### config.mk
export PLATFORM = sky130hd
export DESIGN_NAME = fetch_unit_flat
export DESIGN_NICKNAME = d
export VERILOG_FILES = /design/src/rtl/fetch_unit_if.sv /design/src/rtl/fetch_unit.sv /design/src/flat_wrapper.sv
export SDC_FILE = /design/constraint.sdc
export NUM_CORES = 1
export LEC_CHECK = 0
export CELL_PAD_IN_SITES_DETAIL_PLACEMENT = 2
export CELL_PAD_IN_SITES_GLOBAL_PLACEMENT = 2
export CORE_MARGIN = 4
export CORE_UTILIZATION = 39
export DETAILED_ROUTE_END_ITERATION = 6
export HOLD_SLACK_MARGIN = 0.06
export PLACE_DENSITY_LB_ADDON = 0.1
export SYNTH_ARGS = -nofsm -noshare
export SYNTH_HDL_FRONTEND = slang
export SYNTH_SLANG_ARGS = --single-unit
export TNS_END_PERCENT = 30
### constraint.sdc
create_clock -name clk -period 11.8 [get_ports clk]
set_input_delay 2.36 -clock clk [delete_from_list [all_inputs] [get_ports clk]]
set_output_delay 2.36 -clock clk [all_outputs]
set_load 0.01 [all_outputs]
### src/rtl/fetch_unit_if.sv
// Fetch-stage bus bundle: instruction-memory request/response, decode handoff
// and execute redirect.
//   master : the fetch unit (drives requests, decode-side insn/insnPC/insnValid)
//   slave  : environment (memory, decode, execute)
interface fetch_unit_if;
    logic        imemReqValid;
    logic [31:0] imemReqAddr;
    logic        imemReqReady;
    logic        imemRespValid;
    logic [31:0] imemRespInsn;
    logic        insnValid;
    logic [31:0] insn;
    logic [31:0] insnPC;
    logic        insnReady;
    logic        redirect;
    logic [31:0] redirectPC;

    modport master (
        output imemReqValid, imemReqAddr, insnValid, insn, insnPC,
        input  imemReqReady, imemRespValid, imemRespInsn, insnReady, redirect, redirectPC
    );

    modport slave (
        input  imemReqValid, imemReqAddr, insnValid, insn, insnPC,
        output imemReqReady, imemRespValid, imemRespInsn, insnReady, redirect, redirectPC
    );
endinterface

### src/rtl/fetch_unit.sv
// Instruction fetch stage. Owns the PC, issues in-order requests to instruction
// memory under a credit limit, buffers returned words with their PCs in a small
// FIFO and hands {insn, insnPC} to decode over valid/ready. A redirect from
// execute flushes the buffer, restarts at the target and discards every
// response still owed for the old path.
// Ports:
//   clk  - clock, all state on rising edge
//   rst  - asynchronous active-high reset
//   bus  - fetch_unit_if.master (imem request/response, decode handoff, redirect)
module fetch_unit #(
    parameter logic [31:0] RESET_PC   = 32'h0000_0000,
    parameter int unsigned FIFO_DEPTH = 2
) (
    input  logic         clk,
    input  logic         rst,
    fetch_unit_if.master bus
);
    localparam int unsigned AW = $clog2(FIFO_DEPTH);
    localparam int unsigned CW = AW + 1;
    localparam logic [31:0] ALIGN_MASK = 32'hFFFF_FFFC;

    typedef logic [AW-1:0] ptr_t;
    typedef logic [CW-1:0] cnt_t;
    typedef logic [CW:0]   sum_t;

    localparam cnt_t DEPTH_C = cnt_t'(FIFO_DEPTH);

    logic [31:0] pc_q;
    cnt_t        outstanding_q;
    cnt_t        drop_q;
    cnt_t        count_q;
    ptr_t        fifo_head_q, fifo_tail_q;
    ptr_t        pcq_head_q, pcq_tail_q;

    logic [31:0] fifo_insn_q [FIFO_DEPTH];
    logic [31:0] fifo_pc_q   [FIFO_DEPTH];
    // PCs of issued-but-unanswered requests, in issue order.
    logic [31:0] pcq_q       [FIFO_DEPTH];

    sum_t        inflight;
    logic        req_valid;
    logic        req_fire;
    logic        resp;
    logic        push;
    logic        pop;
    logic        out_valid;

    always_comb begin
        inflight  = sum_t'(outstanding_q) + sum_t'(count_q);
        // Credit covers both buffered words and words still in flight, so a
        // response always finds a free FIFO slot.
        req_valid = !rst && !bus.redirect && (drop_q == '0) && (inflight < sum_t'(DEPTH_C));
        req_fire  = req_valid && bus.imemReqReady;
        resp      = bus.imemRespValid;
        // Responses arriving during a redirect, or while old-path words are owed,
        // are discarded.
        push      = resp && !bus.redirect && (drop_q == '0);
        out_valid = (count_q != '0) && !bus.redirect;
        pop       = out_valid && bus.insnReady;

        bus.imemReqValid = req_valid;
        bus.imemReqAddr  = pc_q;
        bus.insnValid    = out_valid;
        bus.insn         = out_valid ? fifo_insn_q[fifo_head_q] : '0;
        bus.insnPC       = out_valid ? fifo_pc_q[fifo_head_q]   : '0;
    end

    // Storage needs no reset: validity is tracked by the pointers and counters.
    always_ff @(posedge clk) begin
        if (req_fire) begin
            pcq_q[pcq_tail_q] <= pc_q;
        end
        if (push) begin
            fifo_insn_q[fifo_tail_q] <= bus.imemRespInsn;
            fifo_pc_q[fifo_tail_q]   <= pcq_q[pcq_head_q];
        end
    end

    always_ff @(posedge clk or posedge rst) begin
        if (rst) begin
            pc_q          <= RESET_PC & ALIGN_MASK;
            outstanding_q <= '0;
            drop_q        <= '0;
            count_q       <= '0;
            fifo_head_q   <= '0;
            fifo_tail_q   <= '0;
            pcq_head_q    <= '0;
            pcq_tail_q    <= '0;
        end else begin
            // req_fire is already suppressed during a redirect.
            outstanding_q <= outstanding_q + cnt_t'(req_fire) - cnt_t'(resp);
            if (req_fire) begin
                pcq_tail_q <= pcq_tail_q + ptr_t'(1);
            end
            if (resp) begin
                pcq_head_q <= pcq_head_q + ptr_t'(1);
            end

            if (bus.redirect) begin
                pc_q        <= bus.redirectPC & ALIGN_MASK;
                count_q     <= '0;
                fifo_head_q <= '0;
                fifo_tail_q <= '0;
                // Every word still owed after this cycle belongs to the old path.
                // No request fires while dropping, so this is simply the next
                // outstanding count, whether or not a drop was already under way.
                drop_q      <= outstanding_q - cnt_t'(resp);
            end else begin
                if (req_fire) begin
                    pc_q <= pc_q + 32'd4;
                end
                if (resp && (drop_q != '0)) begin
                    drop_q <= drop_q - cnt_t'(1);
                end
                if (push) begin
                    fifo_tail_q <= fifo_tail_q + ptr_t'(1);
                end
                if (pop) begin
                    fifo_head_q <= fifo_head_q + ptr_t'(1);
                end
                count_q <= count_q + cnt_t'(push) - cnt_t'(pop);
            end
        end
    end

    outstanding_le_depth_a: assert property (
        @(posedge clk) disable iff (rst) outstanding_q <= DEPTH_C
    );
endmodule
### src/flat_wrapper.sv
// flat-port wrapper written by rule: the top's interface ports become plain ports
module fetch_unit_flat 
#(
    parameter logic [31:0] RESET_PC   = 32'h0000_0000,
    parameter int unsigned FIFO_DEPTH = 2
)
  (clk, rst, bus_imemReqValid, bus_imemReqAddr, bus_insnValid, bus_insn, bus_insnPC, bus_imemReqReady, bus_imemRespValid, bus_imemRespInsn, bus_insnReady, bus_redirect, bus_redirectPC);
  fetch_unit_if bus_i ();
  input  logic clk;
  input  logic rst;
  output wire logic [$bits(bus_i.imemReqValid)-1:0] bus_imemReqValid;
  output wire logic [$bits(bus_i.imemReqAddr)-1:0] bus_imemReqAddr;
  output wire logic [$bits(bus_i.insnValid)-1:0] bus_insnValid;
  output wire logic [$bits(bus_i.insn)-1:0] bus_insn;
  output wire logic [$bits(bus_i.insnPC)-1:0] bus_insnPC;
  input wire logic [$bits(bus_i.imemReqReady)-1:0] bus_imemReqReady;
  input wire logic [$bits(bus_i.imemRespValid)-1:0] bus_imemRespValid;
  input wire logic [$bits(bus_i.imemRespInsn)-1:0] bus_imemRespInsn;
  input wire logic [$bits(bus_i.insnReady)-1:0] bus_insnReady;
  input wire logic [$bits(bus_i.redirect)-1:0] bus_redirect;
  input wire logic [$bits(bus_i.redirectPC)-1:0] bus_redirectPC;
  assign bus_imemReqValid = bus_i.imemReqValid;
  assign bus_imemReqAddr = bus_i.imemReqAddr;
  assign bus_insnValid = bus_i.insnValid;
  assign bus_insn = bus_i.insn;
  assign bus_insnPC = bus_i.insnPC;
  assign bus_i.imemReqReady = bus_imemReqReady;
  assign bus_i.imemRespValid = bus_imemRespValid;
  assign bus_i.imemRespInsn = bus_imemRespInsn;
  assign bus_i.insnReady = bus_insnReady;
  assign bus_i.redirect = bus_redirect;
  assign bus_i.redirectPC = bus_redirectPC;
  fetch_unit #(.RESET_PC(RESET_PC), .FIFO_DEPTH(FIFO_DEPTH)) u_core (.clk(clk), .rst(rst), .bus(bus_i));
endmodule
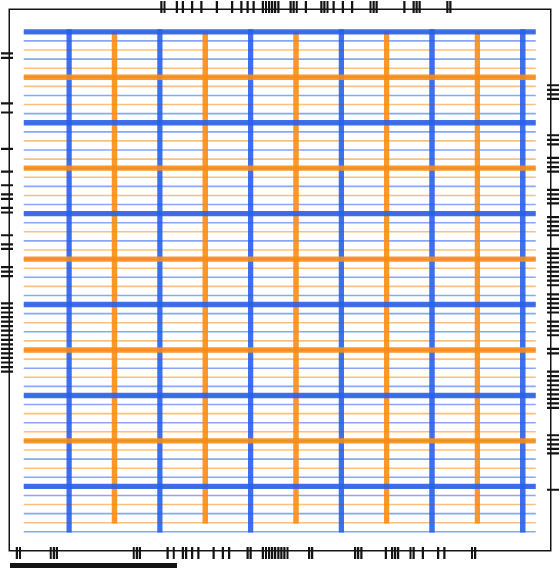
Figure 1: floorplan with the power grid.
The bar under the picture is 50 um long. Pins as bars on the die edge.
[blue] VSS
[orange] VDD
rows: 55
met5 straps: 11
met1 rails: 56
signal pins: 168
met4 straps: 11
core area: 22920 um2
peak supply drop: 0.1256 mV
die width: 161.6 um
Chip Height: 161.6 um

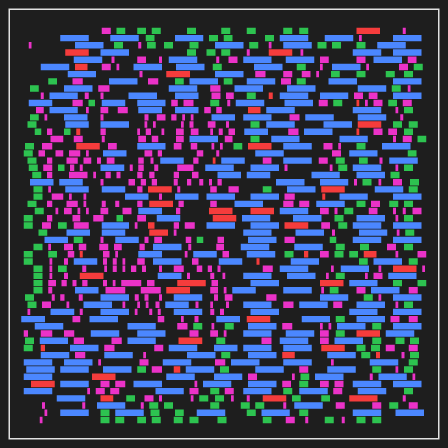
Figure 2: placed cells, one colour a class.
[red] clock drivers and dummy loads | cells: 46 | share of their area: 7.2%
[green] other buffers and delay cells | cells: 168 | share of their area: 14%
[magenta] all other logic | cells: 368 | share of their area: 22%
[blue] flip-flops | cells: 224 | share of their area: 56%
Final Cell Area: 11980 um2
Core Util, Final: 0.5228
Seq area share: 0.5451
Cell Rows: 55

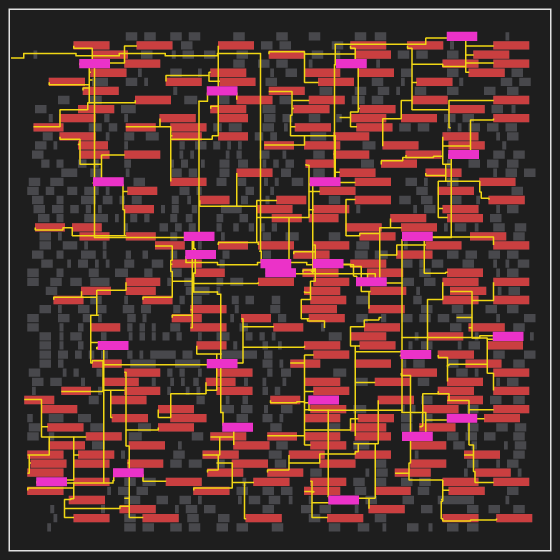
Figure 3: clock wires, drivers and flops.
[magenta] cells driving clock nets | count: 25
[yellow] clock wires | length: 2960 um
[red] flip-flops | count: 224
routed clock nets: 26

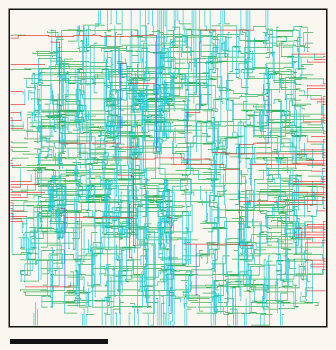
Figure 4: wiring by layer.
The bar under the picture is 50 um long.
[red] met3 | wire length: 1030 um
[cyan] met2 | wire length: 12900 um
[green] met1 | wire length: 10700 um
[blue] met4 | wire length: 467 um
DRT Wirelength: 25.08 mm
All-Layer GR Usage: 0.1921
vias: 5774
mean routed wirelength per cell: 22.41 um

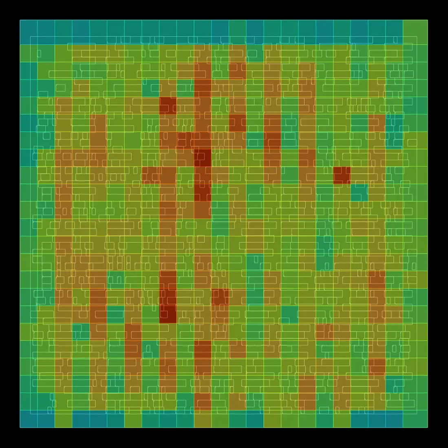
Figure 5: routing congestion.
met1 usage: 0.2407
most used routing layer: met2
M2 GR Usage: 0.3498

[worst max-delay path, delay by kind of cell]
| kind | cells | cell delay, ps |
|---|---|---|
| buffers and inverters | 5 | 2330 |
| AND-OR/OR-AND | 1 | 490 |
| AND/OR/NAND/NOR | 1 | 140 |
[layout make-up]
class | count | area (um2)
Tap cell | 313 | 391.6
Sequential cell | 224 | 6530
Multi-Input combinational cell | 353 | 2501
Clock inverter | 11 | 123.9
Inverter | 15 | 56.30
Fill cell | 2131 | 10940
Timing Repair Buffer | 168 | 1664
Clock buffer | 35 | 713.2
[power by group through the flow]
stage,logic (mW),clock network [mW],registers (mW)
after floorplan,0.244,0,1.00
after global placement,0.391,0,1.03
after detailed placement,0.412,0,1.03
after CTS,0.417,0.806,1.02
after global routing,0.444,0.842,1.03
final,0.406,0.786,1.02
==> results.sh <==
# yosys + openroad results
export IMPL_cts_hold_buf=0
export IMPL_io_pins=168
export IMPL_combPwrFrac=0.184
export IMPL_place_gp_congestion=0.7560
export IMPL_p_per_area_nw_per_um2=184.4
export IMPL_warnings=28
export IMPL_top_area_frac=0.6007
export IMPL_cts_setup_buffers=0
export IMPL_lay_top_cells="184 x edfxtp_1, 161 x clkdlybuf4s50_1, 80 x nor2_1, 66 x mux2i_1"
export IMPL_ys_cells=621
export IMPL_topCellsByArea="edfxtp_1 60%, dfrtp_1 11%, mux2i_1 7.2%"
export IMPL_status="complete, no violations"
export IMPL_hp_start="u_core.pcq_tail_q"
export IMPL_firstDrtPassIters=4
export IMPL_highest_layer="met4"
export IMPL_wl_met3_mm=1.033
export IMPL_layout_nets=864
export IMPL_io_buffers=161
export IMPL_die_area_um2=26100
export IMPL_r2r_end="u_core.bus.imemReqAddr[7]"
export IMPL_grt_pass1_wl_mm=39.29
export IMPL_fp_util=0.4014
export IMPL_hp_class="register to register"
export IMPL_slowest_delay_ps=520
export IMPL_grt_max_degree=63
export IMPL_crit_path_end_kind="output port"
export IMPL_fin_skew_ps=8.921
